File: src/rtl/qpsk_pkg.sv
// Shared QPSK definitions: transmitter state encoding, default constellation
// parameters and the sign-bit to amplitude mapping.
package qpsk_pkg;

    typedef enum logic [1:0] {
        IDLE = 2'd0,
        MID  = 2'd1,
        ON   = 2'd2
    } tx_state_t;

    localparam int DEF_AMP            = 256;
    localparam int DEF_CLK_PER_SAMPLE = 9;

    // Sign bit 0 maps to +amp and 1 maps to -amp; the decision slicer uses the same rule.
    function automatic int sym_map(input logic sign, input int amp);
        return sign ? -amp : amp;
    endfunction

endpackage

File: src/rtl/sample_tick_gen.sv
// Modulo-N sample counter with enable and synchronous clear; tick marks the last count.
module sample_tick_gen
    import qpsk_pkg::*;
#(
    parameter int N = DEF_CLK_PER_SAMPLE
) (
    input  logic clk,
    input  logic reset,
    input  logic en,
    input  logic clr,
    output logic tick
);

    localparam int CW = (N > 1) ? $clog2(N) : 1;

    logic [CW-1:0] count;

    assign tick = en && (count == CW'(N - 1));

    always_ff @(posedge clk or posedge reset) begin
        if (reset) begin
            count <= '0;
        end else if (clr) begin
            count <= '0;
        end else if (en) begin
            count <= tick ? '0 : count + 1'b1;
        end
    end

endmodule

File: src/rtl/qpsk_sym_tx.sv
// QPSK test-symbol transmitter: two I/Q samples per accepted symbol, a mid-transition
// average of the previous and current symbol followed by the on-time symbol value.
module qpsk_sym_tx
    import qpsk_pkg::*;
#(
    parameter int width          = 15,
    parameter int AMP            = DEF_AMP,
    parameter int CLK_PER_SAMPLE = DEF_CLK_PER_SAMPLE
) (
    input  logic               clk,
    input  logic               reset,
    input  logic               run,
    input  logic [1:0]         sym_data,
    input  logic               sym_valid,
    output logic               sym_ready,
    output logic signed [width:0] I_interp_tx,
    output logic signed [width:0] Q_interp_tx,
    output logic               tx_en_I,
    output logic               tx_en_Q,
    output logic               tx_on_time,
    output logic               underrun
);

    localparam int W = width + 1;

    tx_state_t state;
    logic      tick;

    logic signed [width:0]   prev_i, prev_q, cur_i, cur_q;
    logic signed [width:0]   new_i, new_q;
    logic signed [width+1:0] sum_i, sum_q;

    sample_tick_gen #(.N(CLK_PER_SAMPLE)) u_tick (
        .clk   (clk),
        .reset (reset),
        .en    (state != IDLE),
        .clr   (state == IDLE),
        .tick  (tick)
    );

    assign sym_ready = (state == MID) && tick;

    // A missing symbol is sent as the zero point so the stream keeps its cadence.
    always_comb begin
        new_i = '0;
        new_q = '0;
        if (sym_valid) begin
            new_i = W'(sym_map(sym_data[1], AMP));
            new_q = W'(sym_map(sym_data[0], AMP));
        end
    end

    // One guard bit keeps prev + cur from overflowing before the halving shift.
    assign sum_i = {prev_i[width], prev_i} + {new_i[width], new_i};
    assign sum_q = {prev_q[width], prev_q} + {new_q[width], new_q};

    always_ff @(posedge clk or posedge reset) begin
        if (reset) begin
            state       <= IDLE;
            prev_i      <= '0;
            prev_q      <= '0;
            cur_i       <= '0;
            cur_q       <= '0;
            I_interp_tx <= '0;
            Q_interp_tx <= '0;
            tx_en_I     <= 1'b0;
            tx_en_Q     <= 1'b0;
            tx_on_time  <= 1'b0;
            underrun    <= 1'b0;
        end else begin
            tx_en_I    <= 1'b0;
            tx_en_Q    <= 1'b0;
            tx_on_time <= 1'b0;
            underrun   <= 1'b0;
            case (state)
                IDLE: begin
                    if (run) begin
                        state <= MID;
                    end
                end
                MID: begin
                    if (tick) begin
                        cur_i       <= new_i;
                        cur_q       <= new_q;
                        I_interp_tx <= W'(sum_i >>> 1);
                        Q_interp_tx <= W'(sum_q >>> 1);
                        tx_en_I     <= 1'b1;
                        tx_en_Q     <= 1'b1;
                        underrun    <= !sym_valid;
                        state       <= ON;
                    end
                end
                ON: begin
                    if (tick) begin
                        I_interp_tx <= cur_i;
                        Q_interp_tx <= cur_q;
                        prev_i      <= cur_i;
                        prev_q      <= cur_q;
                        tx_en_I     <= 1'b1;
                        tx_en_Q     <= 1'b1;
                        tx_on_time  <= 1'b1;
                        state       <= run ? MID : IDLE;
                    end
                end
                default: state <= IDLE;
            endcase
        end
    end

endmodule

File: config.mk
export PLATFORM = sky130hd
export DESIGN_NAME = qpsk_sym_tx
export DESIGN_NICKNAME = d
export VERILOG_FILES = /design/src/rtl/qpsk_pkg.sv /design/src/rtl/sample_tick_gen.sv /design/src/rtl/qpsk_sym_tx.sv
export SDC_FILE = /design/constraint.sdc
export NUM_CORES = 1
export LEC_CHECK = 0
export ABC_AREA = 1
export CAP_MARGIN = 15
export CORE_ASPECT_RATIO = 0.6
export CORE_MARGIN = 4
export CORE_UTILIZATION = 47
export CTS_BUF_LIST = sky130_fd_sc_hd__clkbuf_16
export CTS_CLUSTER_DIAMETER = 120
export DETAILED_ROUTE_END_ITERATION = 7
export GPL_ROUTABILITY_DRIVEN = 0
export PLACE_DENSITY_LB_ADDON = 0.25
export SYNTH_ARGS = -nofsm -noshare
export SYNTH_HDL_FRONTEND = slang
export SYNTH_SLANG_ARGS = --single-unit
File: constraint.sdc
create_clock -name clk -period 2.1 [get_ports clk]
set_input_delay 0.42 -clock clk [delete_from_list [all_inputs] [get_ports clk]]
set_output_delay 0.42 -clock clk [all_outputs]
set_load 0.01 [all_outputs]
**Run 1: where the registers sit**

(8 px per um) Other sequential cells in the stronger grey, the rest of the logic in the fainter grey.
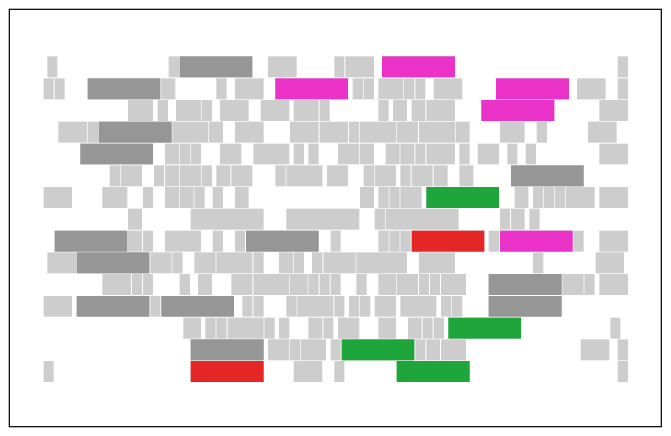
| signal | colour | placed flops |
|---|---|---|
| cur_i | red | 2 |
| u_tick.count | green | 4 |
| I_interp_tx | magenta | 5 |
not coloured: 13

**Run 1: metal layers overlaid**

(4 px per um) Two of the layers only.
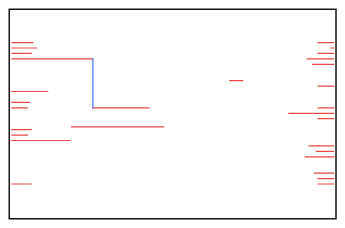
| layer | colour | wire length |
|---|---|---|
| M4 | blue | 12.2 um |
| M3 | red | 196 um |

**Run 1: signal metal coverage by tile**

(4 px per um) The die is cut into 16 by 10 equal tiles; dark blue is low, red is high, scaled to the fullest tile. Values are wire area over tile area, all layers added.
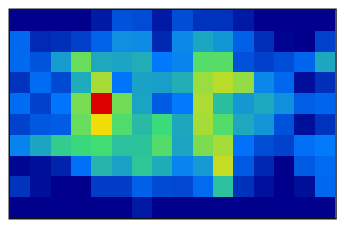
fullest tile: 0.50
nearly empty tiles: 19%
tiles over half the peak: 13%

==> git commit body, run 1 <==
Add synthesis and place-and-route results

* Status: finished, final reports clean
- CP max-delay cell: dfrtp_1
- The total overflow left after global routing is 0.
* Fraction of final layout cells sized beyond drive strength 1: 14.22%
- Startpoint types: flip-flop
* Delay contributed by the slowest stage of the critical path: between 0.4 and 0.5 ns
* Cell area after placement: 1812 um2
* Register area share after synthesis: approximately 40%
- Core utilization at floorplan: 50.82%
- Overall power consumption after layout is estimated at approximately 1.3 mW.
* Clock net sink count: 24
- Each instance of the synthesized netlist takes up on average 8.287 um2.
- IO Pins: 43
* Clock network latency to the later pin of the worst-skew pair: approximately 0.25 ns
* Area of the synthesized netlist per yosys stat: approximately 1500 um2
* Violation count after the first detailed-routing iteration: 69
* Cycle use final: between 90% and 100%
* Required arrival time at the worst endpoint: 1.68 ns
* Wire length of the first global-routing pass: 5313 um
- The library cell used most frequently in the layout, excluding fill and tap cells, is nand2_1.
* Final std cell area, no fill: 1899 um2
- The leakage power in the latest report is about 1.0 nW.
- Nets@finish: 237
* Max Clk Rate: 505.8 MHz
* Number of max-capacitance violations reported: 0
* Vias per std cell: between 4 and 5
* Antenna violations before repair: 0
- Placed cell count: 255
* Area Overhead vs Synth: 25.25%
- Clock skew after layout: about 0.0047 ns
* # hold bufs at CTS: 0
- #FFs+latches synth: 24
* Worst Reg2Reg Path Length in Cells: 9
- The synthesized netlist occupies a cell area of between 1500 and 2000 um2.
* Number of instances in the synthesized netlist: 183
* Setup Viol. Count Final: 0
- On the final layout, the worst hold slack is 0.4932 ns.
- The first TritonRoute pass finished after 4 iterations.
* Area share of the largest cell type after synthesis: 39.60%
* Post-detailed-route wirelength per cell: 12.15 um
* Inserted Clock Buffers: 3
- The min-delay analysis places its worst path in the category flip-flop to flip-flop.
- Worst VDD drop: around 490 uV
- Per the summary, power density relative to cell area is approximately 670 nW/um2.
- Number of buffers between clock root and the deepest sink: 2
* Die x size: 81.33 um
- Input and output buffers added on the ports amount to 28.
- The layout report lists the multi-input gate area as about 650 um2.
- Ranking logic cells in the layout by count gives the top entries nand2_1, inv_1, clkdlybuf4s50_1, dfrtp_1, buf_4.
- FP Rows: 15
- Count of fill cells added during filler insertion: 255
* Final Hold Vio Count: 0
* CTS tree: done
- Entering global routing, the biggest net connects 25 pins.
- DRC errors left: 0
- Warnings reported by Yosys during synthesis add up to 0.
- In the placement report, post-DP HPWL is listed as 2396 um.
- # Cells Yosys: 183
- Antenna cells: 0
- Setup repair after global routing missed its margin: false
- The critical path is of the flip-flop to output port type.
- The stage logs contain a warning count of 31.
- Most area-hungry cell type in the Yosys netlist: dfrtp_1
* Total Die Area: 4229 um2
- Looking at the clock tree report, the H-tree level count equals 1.
* Residual antenna-violating net count after detailed routing: 0
- Per the final report, max-transition violations number 0.
* Time the final worst path needs with I/O delays and setup: 1.977 ns
- Looking at the clock tree report, the root buffer type is clkbuf_16.
* Most frequent cell on the critical path: inv_1
* Total Negative Setup Slacks: 0 ns
- Per the layout area report, the register area comes to 600.6 um2.
* Number of distinct standard cells referenced by the synthesized netlist: 22
- Die Span Y: 52 um
- The report shows a maximum critical-path fanout of 4.
- Area of the core: 2984 um2
- Leaving out filler cells and counting taps, the final layout contains around 260.
* Endpoint class of the critical path: output port
- The signal on the critical path passes through inv_1, ha_1, nand2_1, inv_1, nand2_2, inv_1, nand2_2, inv_1, clkdlybuf4s15_1.
- Hold analysis shows the worst path with a depth of 1.
- After detailed routing, the total wire length is between 3000 and 4000 um.
- Per the post-CTS timing run, clock transition at the registers of the reported paths is 0.06 ns.
- Routed vias: 1184
- The number of global-route vias before repair came to 1147.
- Main area contributors: dfrtp_1, buf_4, ha_1, nand2_1, inv_1
- Signal arrival time at the worst endpoint: between 1.5 and 2 ns
* Global-route usage over all layers: 16.63%
[run 1: final cells by class]
class                   count  area share, %
inverters                  33          6.522
clock inverters             1         0.1976
multi-input cells         114          34.32
flip-flops and latches     24          31.62
clock buffers               3          3.953
well taps                  42          2.767
repair buffers             43          20.62
[run 1: cells by family (layout without fill, tap and decap cells)]
kind of cell	after synthesis	after routing	share of synthesized area, %
buf+inv	58	80	20.79
simple gates	63	63	18.89
fa+ha+maj	12	12	9.901
flops	24	24	39.60
xor+xnor	2	2	1.155
other cells	1	14	0.2473
compound gates	23	23	9.405
[run 1: worst paths after layout]
| kind | start | to | slack, ns |
|---|---|---|---|
| worst min-delay path | u_tick.count[0] | u_tick.count[0] | 0.49 |
| max in group asynchronous | reset | I_interp_tx[7] | 1.34 |
| worst max-delay path | u_tick.count[0] | sym_ready | 0.12 |
| min in group asynchronous | reset | tx_en_Q | 0.52 |
| worst min register to register | u_tick.count[0] | u_tick.count[0] | 0.49 |
| worst max register to register | prev_i[8] | Q_interp_tx[14] | 0.42 |
[run 1: state kept, by name (all words and copies together), names as in the netlist]
signal,cells
Q_interp_tx,4
I_interp_tx,5
tx_en_Q,1
underrun,1
prev_q,1
cur_q,1
prev_i,2
tx_on_time,1
u_tick.count,4
state,2
cur_i,2
[run 1: power breakdown]
part	leakage, nW	total (mW)	switching (mW)	internal, mW
sequential	0.270	0.532	0.0317	0.500
clock	0.0385	0.407	0.153	0.254
combinational	0.733	0.343	0.189	0.154
total	1.04	1.28	0.374	0.908
[run 1: Yosys cell counts]
master,n
dfrtp_1,24
nand2_4,1
o2111ai_1,1
nand2_1,36
nor2_2,1
a21oi_1,7
inv_2,2
a21boi_0,2
o21ai_2,5
nand3_4,1
nand3_1,11
inv_1,31
nor2_1,9
buf_4,24
o21ai_0,8
conb_1,1
nand2_2,2
buf_6,1
xor2_1,1
xnor2_1,1
nand3b_1,2
ha_1,12
[run 1: per-layer routing]
layer | GRT usage [%] | routed length, um
met4 | 1.685 | 12
met1 | 22.35 | 1503
met2 | 27.57 | 1448
met5 | 0 | 0
met3 | 4.671 | 195
[run 1: through the flow]
step / setup WS, ns / util [%]
detailed placement: -0.3482 / 60.71
floorplan: 0.4834 / -
finish: 0.1229 / 63.65
CTS: 0.08981 / 63.52
global placement: -0.2065 / 60.71
global route: 0.008290 / 63.65
[run 1: timing repair]
item                                    4_1_cts  5_1_grt
pin swaps                                     0        0
buffers inserted                              1        0
resized                                       2        5
gates cloned                                  0        0
endpoints found under the setup margin        3        4
[run 1: critical path, delay by kind of cell, from the launching register on]
| kind | cells | cell delay (ns) |
|---|---|---|
| AND/OR/NAND/NOR | 3 | 0.20 |
| buffers and inverters | 5 | 0.56 |
| adder cells (fa/ha/maj) | 1 | 0.13 |
| flip-flops | 1 | 0.41 |
**Run 1: wires at chosen ports, followed through buffers**

(6 px per um)
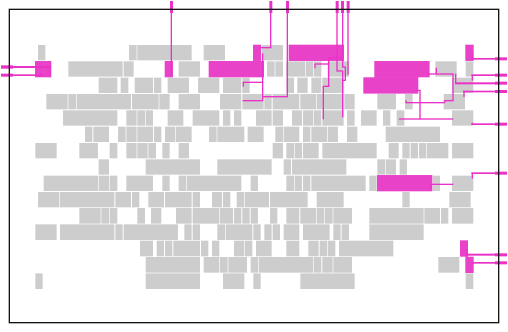

==> inputs of run 2 (changes only) <==
--- a/config.mk
+++ b/config.mk
@@ -9,12 +9,13 @@
 export CAP_MARGIN = 15
 export CORE_ASPECT_RATIO = 0.6
 export CORE_MARGIN = 4
-export CORE_UTILIZATION = 47
+export CORE_UTILIZATION = 43
 export CTS_BUF_LIST = sky130_fd_sc_hd__clkbuf_16
 export CTS_CLUSTER_DIAMETER = 120
 export DETAILED_ROUTE_END_ITERATION = 7
 export GPL_ROUTABILITY_DRIVEN = 0
 export PLACE_DENSITY_LB_ADDON = 0.25
+export SLEW_MARGIN = 5
 export SYNTH_ARGS = -nofsm -noshare
 export SYNTH_HDL_FRONTEND = slang
 export SYNTH_SLANG_ARGS = --single-unit
==> constraint.sdc (replaced) <==
create_clock -name clk -period 1.7 [get_ports clk]
set_input_delay 0.34 -clock clk [delete_from_list [all_inputs] [get_ports clk]]
set_output_delay 0.34 -clock clk [all_outputs]
set_load 0.01 [all_outputs]
**Run 2: wires at chosen ports, followed through buffers**

(6 px per um)
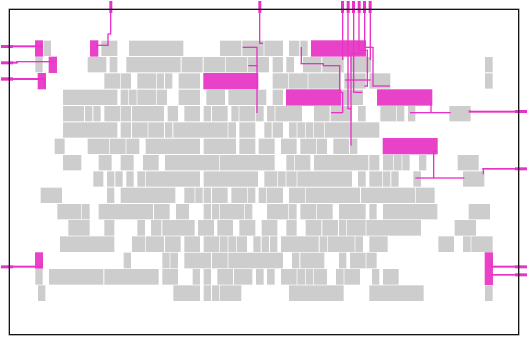
| port | colour | direction | edge | end cells | buffers | wire |
|---|---|---|---|---|---|---|
| I_interp_tx | magenta | output | 8 north, 4 west, 4 east | 12 | 9 | 217 um |

**Run 2: placement view**

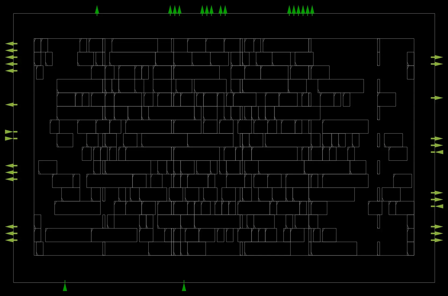
filler-free cell count of the finished design: 288
flip-flops: 24
count of fill cells added during filler insertion: 266

==> run 2 against run 1 <==
- sequential power is 22% higher
- cell count is 11% higher
- sequential cell count stayed put
- core utilization is 2.1 points higher
- first-iteration DRC count is 17% higher
- setup slack worse by 0.093 ns
- non-clock buffer count is 25 higher
- synthesized cell count stayed put
- critical path type is now flip-flop to flip-flop
- highest routed layer unchanged
- clock skew is 0.0022 ns lower
==> git commit body, run 2 <==
Add synthesis and place-and-route results

- Detailed Route WL: 3695 um (was 3158 um)
- The clock latency of the later-clocked register in the worst-skew pair was 0.25 ns (about the same).
- The synthesized-area fraction occupied by adder cells is 9.901% (unchanged).
- #FFs+latches synth: 24 (unchanged)
* Critical Path Fanout Max: 3 (was 4)
- DR pass1 iterations: 4 (unchanged)
* Dominant logic cell type in the layout: buf_4 (was nand2_1)
- The final critical path takes up between 90% and 100% of the cycle.
- # hold bufs at CTS: 0 (unchanged)
- Residual antenna-violating net count after detailed routing: 0 (unchanged)
- The net switching power of the design is 549.0 uW (was 373.5 uW).
* Compound-gate portion of the synthesized area: 9.406% (unchanged)
- Per the timing report, the achievable frequency comes out to 598.8 MHz.
- The total core area came to 3323 um2 (was 2984 um2).
- Largest net degree at the start of global routing: 25 (unchanged)
- Most frequent cells in the layout: buf_4, nand2_1, dfrtp_1, clkdlybuf4s50_1, inv_1 (was nand2_1, inv_1, clkdlybuf4s50_1, dfrtp_1, buf_4).
- The final count of pins violating max slew is 0 (unchanged).
- The largest family of logic cells by area is buffers and inverters (unchanged).
- The fraction of power spent switching nets came to 30.14% (was 29.14%).
* H-tree level count: 1 (unchanged)
- The area growth from synthesis to layout is 44.14% (was 25.25%).
- The largest clock skew in the final design is 0.002457 ns (was 0.004678 ns).
- Worst slack on hold paths: 0.4316 ns (was 0.4932 ns)
* CTS tree: done (unchanged)
- The placed wire-length estimate is 2564 um (was 2396 um).
- The chip width came to 84.67 um (was 81.33 um).
* Synth cell count leaders: nand2_1, inv_1, buf_4, dfrtp_1, ha_1 (unchanged)
* Power density over the cells: 833.3 nW/um2 (was 674.9 nW/um2)
- Startpoint types: flip-flop (unchanged)
* Area of the synthesized netlist per yosys stat: 1516 um2 (unchanged)
* Fraction of synthesized cell area in xor and xnor cells: 1.155% (unchanged)
- # Cells Yosys: 183 (unchanged)
* Sequential Power Share: 35.7% (was 41.5%)
- Antenna violations before repair: 0 (unchanged)
- Status: finished, final reports clean (unchanged)
- The critical path start-end classification is flip-flop to flip-flop (was flip-flop to output port).
- The number of warnings issued by yosys came to 0 (unchanged).
* Simple share: 18.89% (unchanged)
- The startpoint of the lowest-slack register-to-register path was prev_i[8] (unchanged).
- The die span in y was 54 um (was 52 um).
- The post-layout net count is 263 (was 237).
- Combinational gate area: 755.7 um2 (was 651.9 um2)
* Vias per std cell: 4.549 (was 4.554)
- The worst supply voltage drop on vdd was 432.5 uV (was 488.2 uV).
- Number of global-route vias before repair: 1201 (was 1147)
- The number of buffers created by CTS is 3 (unchanged).
* Fin util: 65.78% (was 63.65%)
- The final instance area was 2186 um2 (was 1899 um2).
* Path class of the lowest-slack min-delay path: primary input to asynchronous set/reset pin (was flip-flop to flip-flop)
* Netlist area before placement: 1516 um2 (unchanged)
- The clock share of power was 27.5% (was 31.7%).
- Number of distinct standard cells referenced by the synthesized netlist: 22 (unchanged)
* Core utilization at floorplan: 45.63% (was 50.82%)
- Flip-flop count of the largest register, all copies and words added: 5 (unchanged)
- The number of warnings in the stage logs came to 32 (was 31).
- Routed vias: 1310 (was 1184)
- The data arrival time of the critical path is 1.85 ns (was 1.56 ns).
- Main area contributors: dfrtp_1, buf_4, ha_1, nand2_1, inv_1 (unchanged).
- The type of destination of the critical path is a flip-flop (was output port).
* Area share of the largest cell type after synthesis: 39.60% (unchanged)
* DRC errors left: 0 (unchanged)
* Reg-to-reg slack, setup: 0.03 ns (was 0.42 ns)
- The async set-or-reset flop fraction in the synthesized netlist is 100.0% (unchanged).
* Setup Viol. Count Final: 0 (unchanged)
* Commonest register cell after synthesis: dfrtp_1 (unchanged)
* Total Die Area: 4572 um2 (was 4229 um2)
- The instance count after placement with tap cells included was 270 (was 255).
- The fraction of power consumed by combinational cells came to 36.8% (was 26.8%).
* Internal power: 1.273 mW (was 908.4 uW)
* Most area-hungry cell type in the Yosys netlist: dfrtp_1 (unchanged)
- The maximum clock insertion buffer count was 2 (unchanged).
- Clock net sink count: 24 (unchanged)
- Setup repair after global routing missed its margin: true (was false)
- The number of enable flip-flop cells was 0 (unchanged).
* FP Rows: 16 (was 15)
- The sequential area share after synthesis came to 39.60% (unchanged).
- The clock-pin slew on the worst setup and hold paths came to 0.06 ns (about the same).
- The count of max-cap constraint violations is 0 (unchanged).
- The top-level I/O count came to 43 (unchanged).
- Largest register by flop count: I_interp_tx (unchanged)
* Final Hold Vio Count: 0 (unchanged)
* Leakage power total: 1.155 nW (was 1.042 nW)
* GR Overflow Total: 0 (unchanged)
- The total routing usage reported by global routing came to 15.05% (was 16.63%).
- The startpoint of the most critical setup path is prev_i[8] (was u_tick.count[0]).
* Most common cell in the netlist: nand2_1 (unchanged)
- Multiplexer fraction of the synthesized cell area: 0% (unchanged)
- Top flop regs: I_interp_tx x5, Q_interp_tx x4, u_tick.count x4 (unchanged).
* Number of instances in the synthesized netlist: 183 (unchanged)
* Sequential cell area: 600.6 um2 (unchanged)
- Cell area after placement: 1906 um2 (was 1812 um2)
* Wire length of the first global-routing pass: 5285 um (was 5313 um)
* Required arrival time at the worst endpoint: 1.88 ns (was 1.68 ns)
- Post-detailed-route wirelength per cell: 12.83 um (was 12.15 um)
* Violation count after the first detailed-routing iteration: 81 (was 69)
- The average size of a mapped cell came to 8.287 um2 (unchanged).
- The ratio of cells with drive above 1 in the final layout is 34.98% (was 14.22%).
- Cell chosen for the clock root: clkbuf_16 (unchanged)
- The number of antenna diodes was 0 (unchanged).
==> run 2: logic make-up (layout without fill, tap and decap cells) <==
family | Yosys count | after routing
compound gates | 23 | 23
other cells | 1 | 14
fa+ha+maj | 12 | 12
buf+inv | 58 | 104
xor+xnor | 2 | 2
simple gates | 63 | 64
flops | 24 | 24
==> run 2: what timing repair did <==
item                                    CTS  global route
endpoints found under the setup margin    7            10
hold endpoints to repair                  0             0
gates cloned                              0             1
pin swaps                                 5             8
setup buffers                             9             5
resized                                  22            26
==> run 2: final cells by class <==
class / count / share of cell area, %
inverter: 33 / 5.667
tap: 45 / 2.576
sequential: 24 / 27.48
timing repair buffer: 68 / 26.27
multi-input combinational: 115 / 34.57
clock buffer: 3 / 3.434
==> run 2: through the flow <==
step                power (mW)  setup slack, ns  TNS [ns]
floorplan               0.9620           0.1379         0
global placement         1.145          -0.5215    -2.794
detailed placement       1.171          -0.6849    -3.550
CTS                      1.756          0.01947         0
global route             1.936         -0.04022  -0.05766
finish                   1.822          0.02993         0
==> run 2: path summary, 6_finish.rpt <==
kind | cells past startpoint | to
setup / recovery | 10 | Q_interp_tx[15]
hold / removal | 3 | u_tick.count[1]
setup reg to reg | 10 | Q_interp_tx[15]
hold reg to reg | 2 | I_interp_tx[7]
max in group asynchronous | 3 | Q_interp_tx[15]
min in group clk | 2 | underrun
==> run 2: power by group through the flow <==
stage	logic (mW)	clock network, mW	registers, mW
6_report	0.671	0.501	0.650
3_3_place_gp	0.494	0	0.651
2_1_floorplan	0.297	0	0.665
4_1_cts	0.602	0.507	0.647
3_5_place_dp	0.513	0	0.657
5_1_grt	0.742	0.536	0.657
==> run 2: worst max-delay path, stage by stage (launching register included) <==
cell and delay, ns:
dfrtp_1 0.42, ha_2 0.22, inv_2 0.05, o21ai_2 0.15
ha_2 0.19, inv_2 0.04, nand2_2 0.07, ha_4 0.14
nand3b_1 0.11, nand3_1 0.07, a21boi_1 0.15
==> run 2: routing by layer <==
metal | global-route usage (%) | up-vias | part of all wire (%)
met5 | 0 | - | 0
met4 | 3.947 | 0 | 1.1
met3 | 3.670 | 4 | 4.7
met2 | 25.06 | 35 | 48
met1 | 19.94 | 617 | 46
li1 | - | 654 | -
No activity file was given, so power comes from the tool's default toggle rates.
